File: config.mk
export PLATFORM = sky130hd
export DESIGN_NAME = temp_sensor_reader
export DESIGN_NICKNAME = d
export VERILOG_FILES = /design/src/rtl/temp_sensor_reader.sv
export SDC_FILE = /design/constraint.sdc
export NUM_CORES = 1
export LEC_CHECK = 0
export CORE_MARGIN = 1
export CORE_UTILIZATION = 55
export CTS_CLUSTER_DIAMETER = 30
export DETAILED_ROUTE_END_ITERATION = 7
export PLACE_DENSITY = 0.83
export RECOVER_POWER = 50
export SLEW_MARGIN = 20
export SYNTH_ARGS = -nofsm -noshare
export SYNTH_HDL_FRONTEND = slang
export SYNTH_SLANG_ARGS = --single-unit
File: constraint.sdc
create_clock -name clk -period 5.8 [get_ports clk]
set_clock_uncertainty 0.15 [all_clocks]
set_input_delay 1.16 -clock clk [delete_from_list [all_inputs] [get_ports clk]]
set_output_delay 1.16 -clock clk [all_outputs]
set_load 0.01 [all_outputs]
File: src/rtl/temp_sensor_reader.sv
// temp_sensor_reader: polls a 3-wire serial temperature sensor and publishes a saturated 5-bit reading.
// Define TEMP_AVG_FILTER_EN to smooth readings with a 4-tap moving average.
module temp_sensor_reader #(
  parameter int unsigned CLK_DIV    = 4,
  parameter int unsigned SAMPLE_GAP = 100
) (
  input  logic       clk,
  input  logic       rst_n,
  input  logic       sdi,
  output logic       cs_n,
  output logic       sclk,
  output logic [4:0] temperature,
  output logic       temp_valid,
  output logic       sensor_fault
);

  // state | meaning
  // IDLE  | cs_n high, counting the inter-frame gap
  // SETUP | cs_n low, sclk low for one half-period before the first rising edge
  // SHIFT | eight sclk periods, sdi captured on each rising sclk
  // DONE  | cs_n high, frame evaluated; result published on the exit edge
  typedef enum logic [1:0] {S_IDLE, S_SETUP, S_SHIFT, S_DONE} state_t;

  localparam logic [15:0] GAP_LAST = 16'(SAMPLE_GAP - 1);
  localparam logic [7:0]  DIV_LAST = 8'(CLK_DIV - 1);
  localparam logic [4:0]  TEMP_RST = 5'd20;

  state_t      state_q, state_d;
  logic [15:0] gap_q, gap_d;
  logic [7:0]  div_q, div_d;
  logic [2:0]  bit_q, bit_d;
  logic [7:0]  shift_q, shift_d;
  logic        cs_n_q, cs_n_d;
  logic        sclk_q, sclk_d;
  logic [4:0]  temp_q, temp_d;
  logic        valid_q, valid_d;
  logic        fault_q, fault_d;

  logic [4:0]  sample_sat;
  logic [4:0]  filtered;

  assign sample_sat = (shift_q > 8'd31) ? 5'd31 : shift_q[4:0];

`ifdef TEMP_AVG_FILTER_EN
  logic [3:0][4:0] hist_q, hist_d, hist_shift;
  logic            hist_vld_q, hist_vld_d;
  logic [6:0]      hist_sum;

  // An empty history is primed with the first sample so the first output equals it.
  always_comb begin
    if (hist_vld_q) hist_shift = {hist_q[2:0], sample_sat};
    else            hist_shift = {4{sample_sat}};
    hist_sum = 7'(hist_shift[0]) + 7'(hist_shift[1]) + 7'(hist_shift[2]) + 7'(hist_shift[3]);
    filtered = 5'(hist_sum >> 2);
  end
`else
  assign filtered = sample_sat;
`endif

  always_comb begin
    state_d = state_q;
    gap_d   = gap_q;
    div_d   = div_q;
    bit_d   = bit_q;
    shift_d = shift_q;
    cs_n_d  = cs_n_q;
    sclk_d  = sclk_q;
    temp_d  = temp_q;
    valid_d = 1'b0;
    fault_d = fault_q;
`ifdef TEMP_AVG_FILTER_EN
    hist_d     = hist_q;
    hist_vld_d = hist_vld_q;
`endif
    case (state_q)
      S_IDLE: begin
        cs_n_d = 1'b1;
        sclk_d = 1'b0;
        if (gap_q == GAP_LAST) begin
          gap_d   = '0;
          div_d   = DIV_LAST;
          cs_n_d  = 1'b0;
          state_d = S_SETUP;
        end else begin
          gap_d = gap_q + 16'd1;
        end
      end
      S_SETUP: begin
        if (div_q == '0) begin
          div_d   = DIV_LAST;
          bit_d   = '0;
          state_d = S_SHIFT;
        end else begin
          div_d = div_q - 8'd1;
        end
      end
      S_SHIFT: begin
        if (div_q == '0) begin
          div_d = DIV_LAST;
          if (!sclk_q) begin
            sclk_d  = 1'b1;
            shift_d = {shift_q[6:0], sdi};
          end else begin
            sclk_d = 1'b0;
            if (bit_q == 3'd7) begin
              cs_n_d  = 1'b1;
              state_d = S_DONE;
            end else begin
              bit_d = bit_q + 3'd1;
            end
          end
        end else begin
          div_d = div_q - 8'd1;
        end
      end
      S_DONE: begin
        gap_d   = '0;
        state_d = S_IDLE;
        // An all-ones frame means the sensor is absent or the line is stuck high.
        if (shift_q == 8'hFF) begin
          fault_d = 1'b1;
        end else begin
          temp_d  = filtered;
          valid_d = 1'b1;
`ifdef TEMP_AVG_FILTER_EN
          hist_d     = hist_shift;
          hist_vld_d = 1'b1;
`endif
        end
      end
      default: state_d = S_IDLE;
    endcase
  end

  always_ff @(posedge clk) begin
    if (!rst_n) begin
      state_q <= S_IDLE;
      gap_q   <= '0;
      div_q   <= '0;
      bit_q   <= '0;
      shift_q <= '0;
      cs_n_q  <= 1'b1;
      sclk_q  <= 1'b0;
      temp_q  <= TEMP_RST;
      valid_q <= 1'b0;
      fault_q <= 1'b0;
`ifdef TEMP_AVG_FILTER_EN
      hist_q     <= '0;
      hist_vld_q <= 1'b0;
`endif
    end else begin
      state_q <= state_d;
      gap_q   <= gap_d;
      div_q   <= div_d;
      bit_q   <= bit_d;
      shift_q <= shift_d;
      cs_n_q  <= cs_n_d;
      sclk_q  <= sclk_d;
      temp_q  <= temp_d;
      valid_q <= valid_d;
      fault_q <= fault_d;
`ifdef TEMP_AVG_FILTER_EN
      hist_q     <= hist_d;
      hist_vld_q <= hist_vld_d;
`endif
    end
  end

  assign cs_n         = cs_n_q;
  assign sclk         = sclk_q;
  assign temperature  = temp_q;
  assign temp_valid   = valid_q;
  assign sensor_fault = fault_q;

endmodule

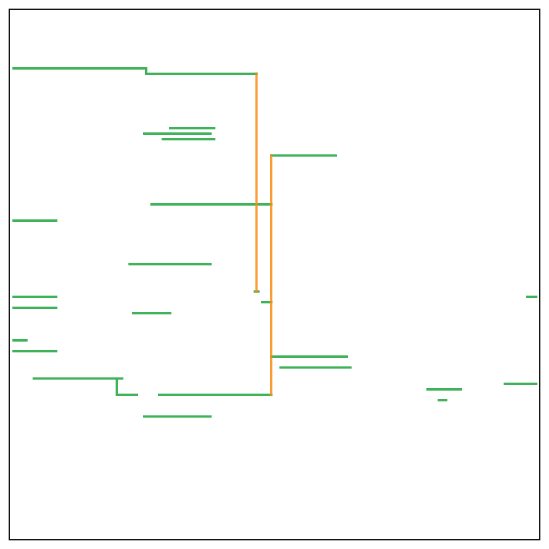
*Wiring by layer*
Scale: 8 px per micron. Only two layers are drawn.
layer	color	wire length
metal 3	green	179 microns
metal 4	orange	57.1 microns

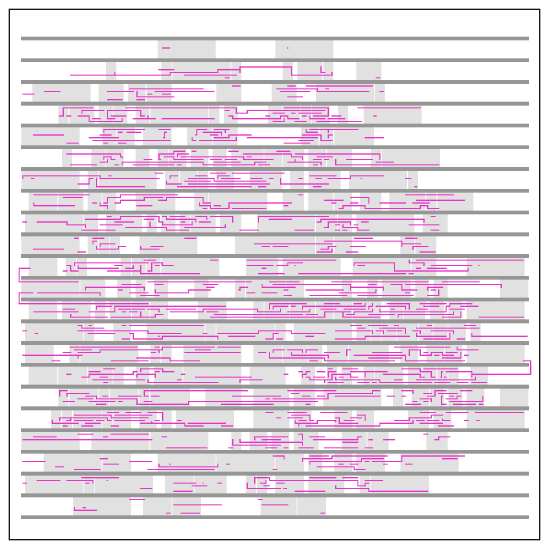
*M1 wires*
Scale: 8 px per micron. Supply wires on this layer in gray. Cells faint in the background.
main direction	horizontal
nets with wire on the layer	255
longest straight run	16.1 microns

==> results.ini <==
[sta]
final-hold-violation-count = 0
timing_worst_slew_pin_value_ns = 1.41
final.period_utilization_pct = 54.2
setup_violators_final = 0
grt_setup_unrepaired = no
slew_viol_final = 0
finalWorstSetupSlack_ns = 2.65
totalNegativeSetupSlack_ns = 0
max_freq_mhz = 318
period_needed_ns = 3.15

[clock_network]
post_cts_resized = 0
clk_pin_slew_ns = 0.09
cts_setup_buffers = 0
cts_num_sinks = 46
clk-insertion-delay-late_ns = 0.30
cts-buffers-inserted = 5
ctsRootBufferMaster = sky130_fd_sc_hd__clkbuf_8
clock_tree_from_tritoncts = built

[run]
stage_log_warnings = 30

[cells_and_area]
combAreaFraction_pct = 50.2
insertedDiodeCount = 0
area.sequential_sq_um = 921
nFlopsAndLatches = 46
reg.largest.list = gap_q: 16 flops, div_q: 8 flops, shift_q: 8 flops
comb_area_sq_um = 1240
layout.cells.non_filler = 313
final-nonclk-buf-share_pct = 4.46
num-multi-input-gates = 187
drive_above_1_share_pct = 5.28
fin_util_pct = 65.0
number_of_inserted_filler_cells_in_the_final_layout = 318
num-clock-buffers = 5
max_flop_register = gap_q
flow.area_growth_from_synthesis_pct = 9.19
finalNetCount = 276
seq-cell-share_pct = 37.3
largest_register_ffs = 16

[synth]
netlist.top_cell.by_area = sky130_fd_sc_hd__dfxtp_1
yosys_warnings = 0
ys_top_cells_by_area = sky130_fd_sc_hd__dfxtp_1 (41%), sky130_fd_sc_hd__mux2i_1 (5.8%), sky130_fd_sc_hd__nor2_1 (5.3%)
yosysChipArea_sq_um = 2260
synth_area_sq_um = 2260
synth.cells.most_frequent = sky130_fd_sc_hd__dfxtp_1 (46), sky130_fd_sc_hd__nor2_1 (32), sky130_fd_sc_hd__inv_1 (13), sky130_fd_sc_hd__mux2i_1 (13), sky130_fd_sc_hd__nand2_1 (13)
synth.avg_cell_area_sq_um = 8.87
yosysMostFrequentCell = sky130_fd_sc_hd__dfxtp_1
synth_seq_share_pct = 40.7
syn-num-nets = 267
synthesis.instances = 255
synth_stat.cells = 255
top_cell_area_share_pct = 40.7
async_flop_share_pct = 0
edf_count = 0
netlist-cell-type-count = 48

[floorplanning]
floorplan.rows = 22
die_y_microns = 66.1
design.die.area_sq_um = 4370
placeableCoreArea_sq_um = 3800
tapcell_cnt = 48

[critical_path]
worstReg2RegEnd = shift_q[3]
crit_end = shift_q[3]
critical_path.max_fanout = 9
rrSetupSlack_ns = 2.65
cp-end-kind = flip-flop
cp_num_buf_inv = 1
cp_cell_sequence = inv_1 > ha_1 > nor4b_1 > nand4b_1 > mux2i_1 > nor2_1
worst-endpoint-required_ns = 5.82
timing.critical_path.arrival_ns = 3.16
crit_cells = 6
critical_path.slowest_cell = sky130_fd_sc_hd__nor4b_1
worst_r2r_path_depth = 6
crit_path_max_incr_delay_ns = 1.11
critical_path_class = reg -> reg

[min_path]
worst_hold_path.endpoint = sensor_fault
hold_path.startpoint = sensor_fault
hold_depth = 2
hold_path_class = reg -> reg

[detailed_routing]
dr_total_vias = 1901
drc_errors = 0
drtPass1Iterations = 4
drt-total-wl_microns = 4520

[run_status]
outcome = finished clean

[power_and_ir_drop]
power_per_cell_area_nw_per_um2 = 213
peak_supply_drop_mv = 0.157
switching_power_uw = 121
sequentialPowerShare_pct = 60.6
sw_frac_of_total_pct = 23.0
internal_dissipation_uw = 406
static-leakage-power_nw = 0.966
clk_pwr_share_pct = 37.0

[place]
finalWeightedCongestion = 0.822
detailedPlacementHpwl_microns = 3120
placedInstanceArea_sq_um = 2390

[global_route]
grt_max_degree = 24
antenna_found_initial = 0
grt_pass1_wl_microns = 7730
globalRoute.totalOverflow = 0
number_of_global_route_vias_before_repair = 1741

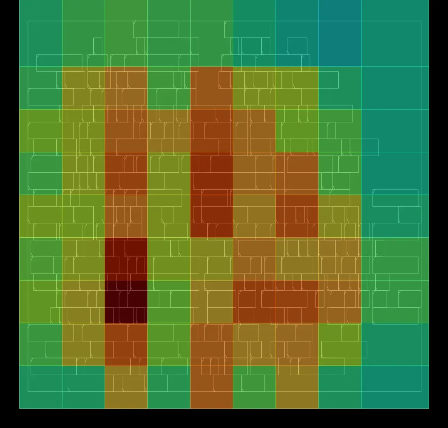
*Routing congestion*
wire length per cell: 14.4 microns
GR peak layer: met2
Tot GR Track Use: 23.4%

## power groups by stage
stage	clock network (mW)	logic (mW)	registers, mW
floorplan	0	0.00958	0.326
global placement	0	0.0126	0.327
detailed placement	0	0.0126	0.327
CTS	0.198	0.0127	0.320
global route	0.210	0.0141	0.320
finish	0.195	0.0124	0.320
## cell families (layout without fill, tap and decap cells)
logic type	Yosys count	count (layout)	share of synthesized area (%)
adders and majority gates	9	9	4.98
muxes	13	13	5.76
and+or+nand+nor	105	105	24.7
AOI/OAI and AO/OA	50	50	16.0
xor gates and xnor gates	10	10	3.87
buffers and inverters	22	32	3.87
DFF	46	46	40.7
## per-layer routing
metal	vias up	track usage (%)	wire, microns
met1	908	29.2	2140
met4	0	10.1	57
li1	950	-	-
met2	36	39.2	2150
met5	-	0	0
met3	7	4.14	179
Power is estimated from default activity; no workload was simulated.
